--- src/rtl/riscuin_core_sequencer.sv ---
// rtl/riscuin_core_sequencer.sv - multi-cycle fetch/decode/exec/mem/wb control FSM for the RISCuin core
module riscuin_core_sequencer #(
  parameter int MEM_TIMEOUT = 15,
  parameter int CNT_W       = 32
) (
  input  logic             clk,
  input  logic             rst,
  input  logic             rb_ready,
  input  logic             pc_end,
  input  logic             halt_req,
  input  logic             dec_reg_w,
  input  logic             dec_mem_r,
  input  logic             dec_mem_w,
  input  logic             dec_branch,
  input  logic             mem_ack,
  output logic             ir_load,
  output logic             alu_en,
  output logic             mem_rd,
  output logic             mem_wr,
  output logic             reg_w,
  output logic             pc_en,
  output logic             pc_src,
  output logic             halted,
  output logic             bus_fault,
  output logic [CNT_W-1:0] instr_count
);

  localparam int TW = $clog2(MEM_TIMEOUT + 1);

  typedef enum logic [2:0] {
    S_IDLE, S_FETCH, S_DECODE, S_EXEC, S_MEM, S_WB, S_HALT, S_FAULT
  } state_t;

  state_t          state, state_nxt;
  logic            f_reg_w, f_mem_r, f_mem_w, f_branch;
  logic [TW-1:0]   tmo_cnt;
  logic            timeout;

  // Last allowed MEM cycle: a missing ack here means the bus never answered.
  assign timeout = (tmo_cnt == TW'(MEM_TIMEOUT - 1));

  always_ff @(posedge clk or posedge rst) begin
    if (rst) begin
      state       <= S_IDLE;
      f_reg_w     <= 1'b0;
      f_mem_r     <= 1'b0;
      f_mem_w     <= 1'b0;
      f_branch    <= 1'b0;
      tmo_cnt     <= '0;
      instr_count <= '0;
    end else begin
      state <= state_nxt;
      if (state == S_DECODE) begin
        f_reg_w  <= dec_reg_w;
        f_mem_r  <= dec_mem_r;
        f_mem_w  <= dec_mem_w;
        f_branch <= dec_branch;
      end
      if (state == S_EXEC)
        tmo_cnt <= '0;
      else if (state == S_MEM && !mem_ack)
        tmo_cnt <= tmo_cnt + TW'(1);
      if (state == S_WB && instr_count != {CNT_W{1'b1}})
        instr_count <= instr_count + CNT_W'(1);
    end
  end

  always_comb begin
    state_nxt = state;
    case (state)
      S_IDLE:   if (rb_ready) state_nxt = S_FETCH;
      S_FETCH:  state_nxt = S_DECODE;
      S_DECODE: state_nxt = S_EXEC;
      S_EXEC: begin
        if (f_mem_r && f_mem_w)      state_nxt = S_FAULT;
        else if (f_mem_r || f_mem_w) state_nxt = S_MEM;
        else                         state_nxt = S_WB;
      end
      S_MEM: begin
        if (mem_ack)      state_nxt = S_WB;
        else if (timeout) state_nxt = S_FAULT;
      end
      S_WB:     state_nxt = (pc_end || halt_req) ? S_HALT : S_FETCH;
      default:  state_nxt = state;
    endcase
    // Losing the register bank aborts whatever instruction is in flight.
    if (!rb_ready && state inside {S_FETCH, S_DECODE, S_EXEC, S_MEM, S_WB})
      state_nxt = S_IDLE;
  end

  assign ir_load   = (state == S_FETCH);
  assign alu_en    = (state == S_EXEC);
  assign mem_rd    = (state == S_MEM) && f_mem_r;
  assign mem_wr    = (state == S_MEM) && f_mem_w;
  assign reg_w     = (state == S_WB) && f_reg_w && !f_mem_w;
  assign pc_en     = (state == S_WB);
  assign pc_src    = (state == S_WB) && f_branch;
  assign halted    = (state == S_HALT);
  assign bus_fault = (state == S_FAULT);

endmodule

--- config.mk ---
export PLATFORM = sky130hd
export DESIGN_NAME = riscuin_core_sequencer
export DESIGN_NICKNAME = d
export VERILOG_FILES = /design/src/rtl/riscuin_core_sequencer.sv
export SDC_FILE = /design/constraint.sdc
export NUM_CORES = 1
export LEC_CHECK = 0
export CORE_ASPECT_RATIO = 0.75
export CORE_MARGIN = 8
export CORE_UTILIZATION = 43
export DETAILED_ROUTE_END_ITERATION = 6
export GPL_TIMING_DRIVEN = 0
export PLACE_DENSITY = 0.79
export SLEW_MARGIN = 10
export SYNTH_ARGS = -nofsm -noshare
export SYNTH_HDL_FRONTEND = slang
export SYNTH_SLANG_ARGS = --single-unit
--- constraint.sdc ---
create_clock -name clk -period 2.1 [get_ports clk]
set_clock_uncertainty 0.2 [all_clocks]
set_input_delay 0.315 -clock clk [delete_from_list [all_inputs] [get_ports clk]]
set_output_delay 0.315 -clock clk [all_outputs]
set_load 0.02 [all_outputs]
==> qor.yml <==
yosys:
  ys_sh_xor_pct: 11.69
  seq_area_frac_synth_pct: 47.86
  yosys.area_share.adder_pct: 2.226
detailed_routing:
  wl_per_cell_um: 15.72
cts:
  cts_root_buf: "clkbuf_8"
  cts_hold_buffers: 0
  ctsResizeCount: 25
hold_path:
  worstHoldPathType: "input port to async pin"
flow_run:
  drv_cap: 0
pwr:
  p_leak_nw: 1.348
  power_density_nw_per_um2: 753.4
  p_comb_share_pct: 33.4
sta:
  post-route-period-util_pct: 99.25
  finalSetupViolations: 0
global_routing:
  grt.busiest_layer: "met2"
floorplanning:
  tapCellCount: 60
cells_and_area:
  fillers: 406
  clkCellAreaFrac_pct: 2.730
  lay_top_cells: "clkdlybuf4s50_1 (41), dfrtp_1 (39)"
  seq_area_share_pct: 35.21
placement:
  place_area_um2: 2868
worst_setup_path:
  cp.arrival_ps: 2060
outcome:
  status: "finished, final reports clean"
==> path summary, 6_finish.rpt <==
check	startpoint	endpoint
max	instr_count[23]$_DFFE_PP0P_	instr_count[27]$_DFFE_PP0P_
min reg2reg	instr_count[30]$_DFFE_PP0P_	instr_count[30]$_DFFE_PP0P_
max in group asynchronous	rst	instr_count[1]$_DFFE_PP0P_
min	rst	instr_count[14]$_DFFE_PP0P_
min in group clk	instr_count[30]$_DFFE_PP0P_	instr_count[30]$_DFFE_PP0P_
max reg2reg	instr_count[23]$_DFFE_PP0P_	instr_count[27]$_DFFE_PP0P_
==> worst max-delay path: stages, from the launching register on <==
cell and delay [ps]:
dfrtp_1 480, nand4_4 180, or4_4 560, o2111ai_4 310, nor3_2 90, xor2_1 150
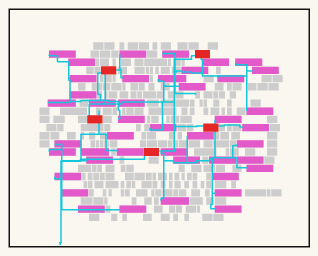
(images/clock_wires.png)
(3 px per um)
cyan -> clock wires  # length 554 um
magenta -> flip-flops  # count 43
red -> clock-net drivers  # count 5
routed clock nets = 6
Clock Power Share: 22.3%
Clock group: 0.000517 W
clk latency late pin: 300 ps

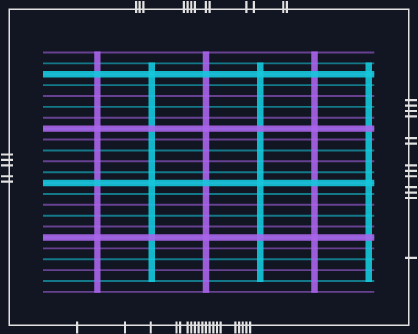
(images/floorplan.png)
(4 px per um) Pins as bars on the die edge.
cyan -> VDD
purple -> VSS
signal pins = 51
rows = 22
met1 rails = 23
Die H: 78.63 um
CORE AREA: 4955 um2
VDD IR max: 0.0006600 V

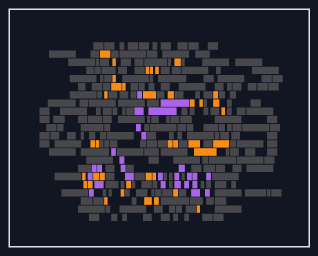
(images/gates.png)
(3 px per um)
purple -> aoi and oai cells  # cells 27
orange -> nor cells  # cells 38
dominant logic cell type in the layout: clkdlybuf4s50_1
final std cells w/o fill: 352
Comb/total area: 39.12%

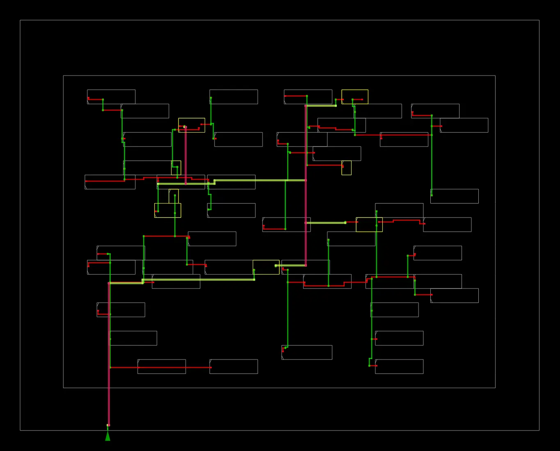
(images/clock_nets.png)
sinks on the clock net: 43
Num CTS Buffers: 5
flip-flops: 43
clk_buf instances: 5

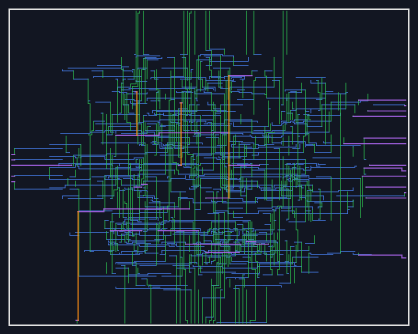
(images/layers.png)
(4 px per um)
blue -> M1  # wire length 2650 um
orange -> M4  # wire length 84.3 um
green -> M2  # wire length 2530 um
purple -> M3  # wire length 268 um
routed wire length: 5.532 mm
DR vias: 1908

Power and IR drop assume default switching activity.
